### src/rtl/serial_add_ctrl.sv
// serial_add_ctrl: bit-serial adder controller built on a single full_adder cell.
// One operand bit pair is added per clock, LSB first. A result takes WIDTH RUN
// cycles followed by a one-cycle DONE pulse.
// Optional feature macro: SERIAL_ADD_SUB_EN adds the 'sub' port for a-b operation.
module serial_add_ctrl #(
  parameter int unsigned WIDTH = 64,
  parameter int unsigned CNT_W = 7
) (
  input  logic             clk,
  input  logic             rst,
  input  logic             start,
  input  logic [WIDTH-1:0] a,
  input  logic [WIDTH-1:0] b,
  input  logic             c_in,
`ifdef SERIAL_ADD_SUB_EN
  input  logic             sub,
`endif
  output logic             ready,
  output logic             busy,
  output logic             done,
  output logic [WIDTH-1:0] sum,
  output logic             c_out,
  output logic             overflow
);

  typedef enum logic [1:0] {
    IDLE = 2'd0,
    RUN  = 2'd1,
    DONE = 2'd2
  } state_t;

  state_t           state;
  state_t           state_nxt;
  logic [WIDTH-1:0] a_sh;
  logic [WIDTH-1:0] b_sh;
  logic [WIDTH-1:0] b_load;
  logic             c_load;
  logic             carry;
  logic [CNT_W-1:0] cnt;
  logic             fa_s;
  logic             fa_co;
  logic             accept;
  logic             last_bit;

  assign accept   = (state == IDLE) && start;
  assign last_bit = (state == RUN) && (cnt == CNT_W'(WIDTH - 1));

  // Operand B and initial carry as loaded on acceptance (inverted B and carry 1 for subtract)
  always_comb begin
    b_load = b;
    c_load = c_in;
`ifdef SERIAL_ADD_SUB_EN
    if (sub) begin
      b_load = ~b;
      c_load = 1'b1;
    end
`endif
  end

  // The one adder cell; every sum bit passes through it
  full_adder u_fa (
    .a  (a_sh[0]),
    .b  (b_sh[0]),
    .ci (carry),
    .s  (fa_s),
    .co (fa_co)
  );

  // State register
  always_ff @(posedge clk or posedge rst) begin
    if (rst) state <= IDLE;
    else     state <= state_nxt;
  end

  // Next-state logic
  always_comb begin
    state_nxt = state;
    unique case (state)
      IDLE:    if (start) state_nxt = RUN;
      RUN:     if (last_bit) state_nxt = DONE;
      DONE:    state_nxt = IDLE;
      default: state_nxt = IDLE;
    endcase
  end

  // Registered status outputs track the state being entered
  always_ff @(posedge clk or posedge rst) begin
    if (rst) begin
      ready <= 1'b1;
      busy  <= 1'b0;
      done  <= 1'b0;
    end else begin
      ready <= (state_nxt == IDLE);
      busy  <= (state_nxt == RUN);
      done  <= (state_nxt == DONE);
    end
  end

  // Serial datapath: load on accept, shift one bit per RUN cycle, latch flags on the last bit
  always_ff @(posedge clk or posedge rst) begin
    if (rst) begin
      a_sh     <= '0;
      b_sh     <= '0;
      carry    <= 1'b0;
      cnt      <= '0;
      sum      <= '0;
      c_out    <= 1'b0;
      overflow <= 1'b0;
    end else if (accept) begin
      a_sh  <= a;
      b_sh  <= b_load;
      carry <= c_load;
      cnt   <= '0;
    end else if (state == RUN) begin
      a_sh  <= a_sh >> 1;
      b_sh  <= b_sh >> 1;
      sum   <= (sum >> 1) | (WIDTH'(fa_s) << (WIDTH - 1));
      carry <= fa_co;
      cnt   <= cnt + CNT_W'(1);
      if (last_bit) begin
        c_out    <= fa_co;
        overflow <= carry ^ fa_co;
      end
    end
  end

endmodule

// Single-bit full adder cell
module full_adder (
  input  logic a,
  input  logic b,
  input  logic ci,
  output logic s,
  output logic co
);
  assign s  = a ^ b ^ ci;
  assign co = (a & b) | (ci & (a ^ b));
endmodule

### config.mk
export PLATFORM = sky130hd
export DESIGN_NAME = serial_add_ctrl
export DESIGN_NICKNAME = d
export VERILOG_FILES = /design/src/rtl/serial_add_ctrl.sv
export SDC_FILE = /design/constraint.sdc
export NUM_CORES = 1
export LEC_CHECK = 0
export CORE_AREA = 2 2 161 163
export CTS_CLUSTER_SIZE = 14
export DETAILED_ROUTE_END_ITERATION = 6
export DIE_AREA = 0 0 163 165
export PLACE_DENSITY = 0.67
export SYNTH_ARGS = -nofsm -noshare
export SYNTH_HDL_FRONTEND = slang
export SYNTH_SLANG_ARGS = --single-unit
### constraint.sdc
create_clock -name clk -period 9.1 [get_ports clk]
set_input_delay 2.73 -clock clk [delete_from_list [all_inputs] [get_ports clk]]
set_output_delay 2.73 -clock clk [all_outputs]
set_load 0.05 [all_outputs]
==> impl_metrics.py <==
# Physical implementation metrics
metrics = {
    "logic_synthesis": {
        "ys_chip_area_um2": 8700,
        "synth-seq-cells": 207,
        "syn_area_um2": 8700,
        "ys.flop_type": "dfrtp_1",
    },
    "final_layout": {
        "fillCellCount": 2356,
        "nets": 1198,
    },
    "status": {
        "outcome": "complete, no violations",
    },
    "die": {
        "initCoreUtil_pct": 34.7,
        "dieHeight_um": 165,
    },
    "critical_path": {
        "cp.required_ns": 9.51,
        "worstSetupEndpointType": "flip-flop",
    },
    "cts": {
        "hold_buffers": 0,
        "cts_sinks": 207,
    },
    "global_routing": {
        "grt_pass1_wl_mm": 35.6,
        "antenna_found_initial": 0,
    },
    "placement": {
        "place_ws_ns": 3.45,
    },
    "routing": {
        "ant_nets": 0,
        "num_vias": 6993,
    },
    "final_timing": {
        "rsz0062_at_grt": "no",
        "post-route-period-util_pct": 56.6,
    },
    "hold_path": {
        "min_path_type": "flip-flop to flip-flop",
        "hold_depth": 1,
    },
}
## state kept, by name, summed over array words and instances, names as in the netlist
signal    flops
c_out         1
b_sh         64
done          1
overflow      1
cnt           7
a_sh         64
ready         1
carry         1
sum          64
busy          1
state         2
## cell usage after synthesis (all sizes together), types with 2 or more instances
cell	n	share of area, %
inv	9	0.39
a22oi	126	11
nor3	4	0.23
clkbuf	34	1.5
o21ai	130	7.5
a21oi	3	0.17
o22ai	6	0.43
a22o	3	0.30
nand3	2	0.12
nand2	320	14
dfrtp	206	59
nor2b	2	0.14
mux2i	2	0.23
nand2b	2	0.14
buf	40	3.0
## kinds of logic (layout without fill, tap and decap cells)
| group | Yosys count | in the layout | share of synthesized area (%) |
|---|---|---|---|
| AND-OR/OR-AND | 272 | 272 | 19.7 |
| XOR/XNOR | 1 | 1 | 0.101 |
| adder cells (fa/ha/maj) | 2 | 2 | 0.374 |
| buffers and inverters | 83 | 259 | 4.89 |
| flip-flops | 207 | 207 | 59.6 |
| multiplexers | 3 | 3 | 0.360 |
| AND/OR/NAND/NOR | 336 | 336 | 15.0 |
## cell usage in the layout, fill, tap and decap left out, drive strengths merged, types with 2 or more instances in the layout
| cell | count |
|---|---|
| clkbuf | 34 |
| nand2 | 320 |
| nor3 | 4 |
| nand2b | 2 |
| o21ai | 130 |
| o22ai | 6 |
| a21oi | 3 |
| dfrtp | 206 |
| clkinvlp | 2 |
| a22o | 3 |
| clkinv | 3 |
| bufinv | 3 |
| clkdlybuf4s50 | 200 |
| buf | 8 |
| mux2i | 2 |
| inv | 9 |
| a22oi | 126 |
| nor2b | 2 |
| nand3 | 2 |
## worst max path at each step
stage	start	end	slack, ns	depth (start not counted)
2_1_floorplan	rst	a_sh[0]$_DFFE_PP0P_	0.72	1
3_3_place_gp	start	b_sh[10]$_DFFE_PP0P_	3.48	5
3_5_place_dp	start	a_sh[22]$_DFFE_PP0P_	3.45	5
4_1_cts	start	a_sh[17]$_DFFE_PP0P_	3.97	5
5_1_grt	start	a_sh[17]$_DFFE_PP0P_	3.74	5
6_report	start	a_sh[31]$_DFFE_PP0P_	3.95	5
## critical path: stages
cell	delay, ns
clkdlybuf4s50_1	0.59
nor2b_4	1.05
buf_4	0.76
a22oi_1	0.16
o21ai_1	0.19
## layout make-up
type / instances / area (um2) / share of cell area, %
Clock buffer: 34 / 709 / 6.09
Clock inverter: 8 / 120 / 1.03
Inverter: 9 / 41.3 / 0.354
Multi-Input combinational cell: 614 / 3120 / 26.8
Sequential cell: 207 / 5190 / 44.5
Tap cell: 330 / 413 / 3.54
Timing Repair Buffer: 208 / 2060 / 17.7
## layer usage
| metal | global-route usage (%) | vias to the layer above |
|---|---|---|
| li1 | - | 3414 |
| met2 | 25.3 | 192 |
| met5 | 0 | - |
| met1 | 22.9 | 3353 |
| met4 | 3.94 | 0 |
| met3 | 3.72 | 34 |
## where the power goes
group	internal, uW	switching, uW	leakage (uW)
sequential	1180	177	0.00264
combinational	352	529	0.00196
clock	625	373	0.000403
**Nets reached from selected ports**

(3 px per um)
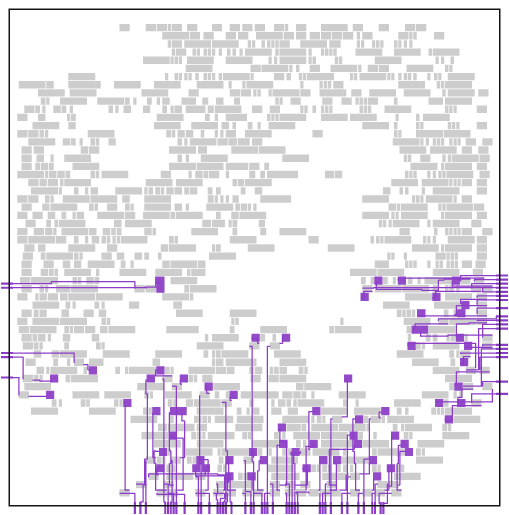
color	port	bits	direction	edge	end cells	buffers	wire
purple	a	64	input	41 bottom, 18 right, 5 left	64	64	1900 um
Port Buf Inserts: 200
I/O pin cnt: 201

**Placed standard cells**

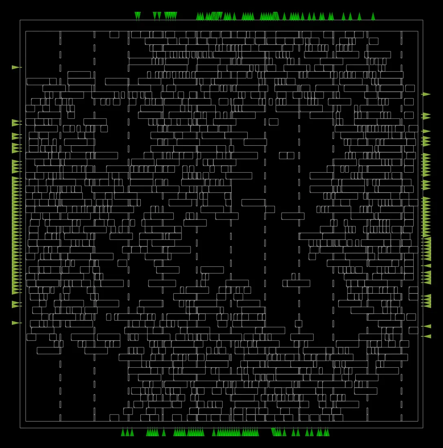
end-of-flow core utilization: 46.5%
row count: 58

**Where the registers sit**

(3 px per um)
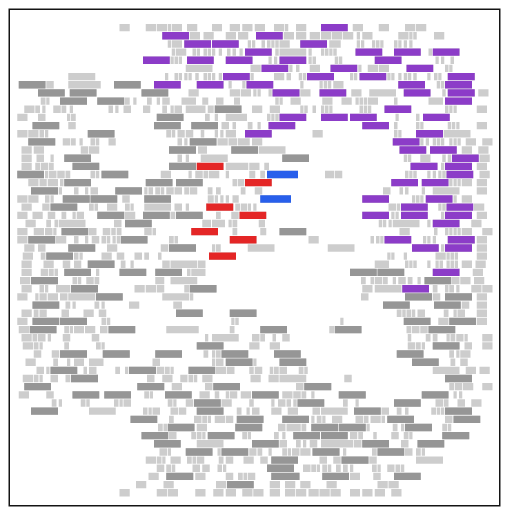
color	signal	flops
red	cnt	7
blue	state	2
purple	sum	64

Power and IR drop assume default switching activity.
